==> images/layers.png <==
Two of the layers only.
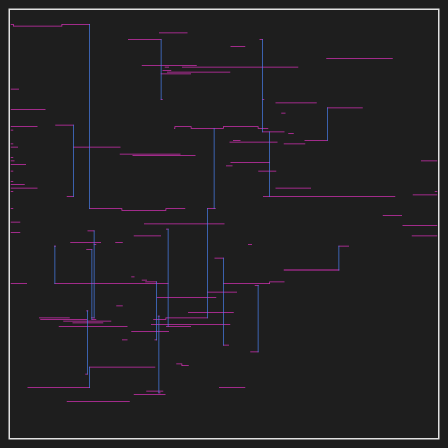
==> images/sizing.png <==
Bar = 50 um.
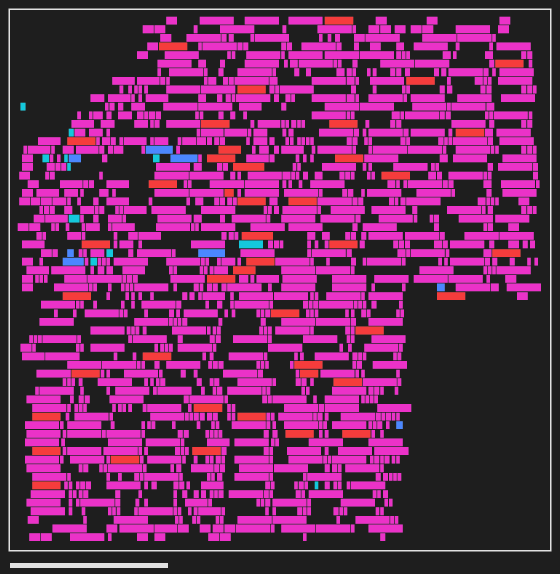
==> images/m2.png <==
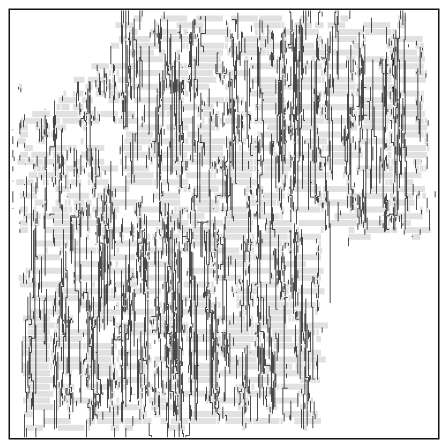
==> config.mk <==
export PLATFORM = sky130hd
export DESIGN_NAME = io_scheduler_flat
export DESIGN_NICKNAME = d
export VERILOG_FILES = /design/src/rtl/io_scheduler_if.sv /design/src/rtl/io_scheduler.sv /design/src/flat_wrapper.sv
export SDC_FILE = /design/constraint.sdc
export NUM_CORES = 1
export LEC_CHECK = 0
export ABC_AREA = 1
export CORE_MARGIN = 2
export CORE_UTILIZATION = 45
export CTS_CLUSTER_SIZE = 10
export DETAILED_ROUTE_END_ITERATION = 10
export GPL_TIMING_DRIVEN = 0
export HOLD_SLACK_MARGIN = 0.12
export REMOVE_ABC_BUFFERS = 1
export SKIP_LAST_GASP = 1
export SLEW_MARGIN = 25
export SYNTH_ARGS = -nofsm -noshare
export SYNTH_HDL_FRONTEND = slang
export SYNTH_SLANG_ARGS = --single-unit
==> constraint.sdc <==
create_clock -name CLK -period 4.85 [get_ports CLK]
set_input_delay 0.97 -clock CLK [delete_from_list [all_inputs] [get_ports CLK]]
set_output_delay 0.97 -clock CLK [all_outputs]
set_load 0.005 [all_outputs]
==> ds_physical_params.txt <==
Implementation parameters

Parameter                              Value

Run status
  Status    finished, final reports clean

Route
  Number of vias per cell after detailed routing    between 4 and 5
  DR DRC count    0

Logic synthesis
  Leading post-synthesis cells by instance count    256 x sky130_fd_sc_hd__edfxtp_1, 254 x sky130_fd_sc_hd__nand2_1, 178 x sky130_fd_sc_hd__inv_1
  XOR-XNOR Cells, Area Fraction    0.00561
  Area fraction in compound gates after synthesis    0.0590
  Sequential cell area fraction in the yosys report    0.676
  Dominant combinational family    simple AND/OR/NAND/NOR gates
  Mean instance size in the synthesized netlist    10.7 um2
  Mux share    0
  Simple share    0.162
  Cell count listed in synth_stat.txt    between 1000 and 1500
  Synthesis warning total    0
  Dominant cell type by area after synthesis    sky130_fd_sc_hd__edfxtp_1
  Yosys adder share    0.0232
  Proportion of register bits with asynchronous set or reset after synthesis    0
  Tally of unique sky130hd cells used after synthesis    30
  Post-synth top flop    sky130_fd_sc_hd__edfxtp_1
  Synth top area share    0.615
  Cell area after synthesis    12500 um2

Cells and area
  Fraction of area in clock buffers and inverters    0.0723
  Leading cell types in the layout, fill and taps excluded    256 x sky130_fd_sc_hd__edfxtp_1, 254 x sky130_fd_sc_hd__nand2_1, 177 x sky130_fd_sc_hd__inv_1
  Register fraction of the total cell area    0.587
  Most used logic cell in the final layout    sky130_fd_sc_hd__edfxtp_1
  Multi-input gates    640
  Non-CTS inverters    between 150 and 200
  Gate Area    3130 um2
  Non-clock buffers, area share    0.0424
  Filler instances    2401
  Final nets    between 1000 and 1500
  Synth-to-Final Area Change    15.3%
  Layout Utilization    0.523
  Seq_cells    ~290
  Flip-flop and latch area    ~8500 um2

Clock network
  Clock slew at reported path FFs    around 50 ps
  Root cell of the clock tree    sky130_fd_sc_hd__clkbuf_16
  CTS tree    built
  Maximum buffer depth of the clock tree    3
  H-tree depth reported by CTS    2
  Count of buffers added by post-CTS timing repair for setup    0
  Total of cells resized after clock tree synthesis    0
  Post-CTS Hold Buffers    0

Die
  Die H    171 um
  Die area    around 29000 um2
  Floorplan Core Area    ~28000 um2
  Initial Util    0.454
  Taps Inserted    378
  Cell Rows    roughly 61

Worst hold path
  Hold WC Path Type    reg -> reg
  Hold path depth    2

Placement
  Count of port buffers added during placement    ~52
  Half-perimeter wire length after detailed placement    ~16 mm
  Placed instance area    around 13000 um2
  Post-placement worst setup slack    about 1100 ps

Global route
  Maximum number of pins on one net before global-route repair    70
  GR Overflow Total    0

Worst setup path
  Critical path launch point type    register
  Most common cell on crit path    sky130_fd_sc_hd__nand3_1
  Type of the worst setup path    reg -> out
  Crit path cell chain    inv_1 > nand3_1 > nand3_1 > nand2_1 > clkdlybuf4s50_1
  Crit path largest cell delay    approximately 840 ps
  Crit path required time    3880 ps
  Flop2flop setup slack    1950 ps
  Arrival time at the worst endpoint    2920 ps

Power and ir drop
  Total power divided by cell area    507 nW/um2
  Total power    approximately 7300 uW
  Peak supply drop    0.330 mV

STA
  Min cycle time layout    around 3900 ps
  Clock tree skew after final layout    24.8 ps
  Final Hold Violation Tally    0
  Top achievable clock speed    between 200 and 300 MHz
  Finish-stage setup viols    0

Job
  Tool warnings    27
## Picture notes: layers.png
Blue stands for M4, wire length 551 um. Magenta stands for M3, wire length 1160 um.
total vias in the final route: 8018
routed wire length per instance: 16.8 um
global-route usage over all layers: 0.190
Detailed Route WL: 27.2 mm

## Picture notes: sizing.png
Red stands for x6 and larger, cells 43. Magenta stands for x1 and smaller, cells 1174. Blue stands for x3 and x4, cells 8. Cyan stands for x2, cells 11.
post-route setup slack: 961 ps
Non-clock buffers: 56
finished layout cell area: 14400 um2

## Picture notes: m2.png
The layer carries 12300 um of wire. The wires run mostly vertical. The longest straight run is 53.4 um. The layer holds 45% of the routed length.
global-route met2 utilization: 0.296

[critical path: cells and delay by family (launching register included)]
family / cells / cell delay [ps]
buffers and inverters: 2 / 1040
flip-flops: 1 / 840
AND/OR/NAND/NOR: 3 / 530
[layer usage]
| layer | wire length (um) | share of wire | track usage |
|---|---|---|---|
| met1 | 13100 | 0.48 | 0.275 |
| met2 | 12300 | 0.45 | 0.296 |
| met3 | 1160 | 0.043 | 0.0308 |
| met4 | 550 | 0.020 | 0.0531 |
| met5 | 0 | 0 | 0 |
[power by group]
group / switching [uW] / total, uW / internal, uW / leakage (uW)
clock: 977 / 2390 / 1420 / 0.000496
combinational: 1060 / 1800 / 734 / 0.00246
sequential: 215 / 3110 / 2900 / 0.00262
total: 2260 / 7310 / 5050 / 0.00558
Power figures rest on the tool's default switching activity, not on a simulated workload.
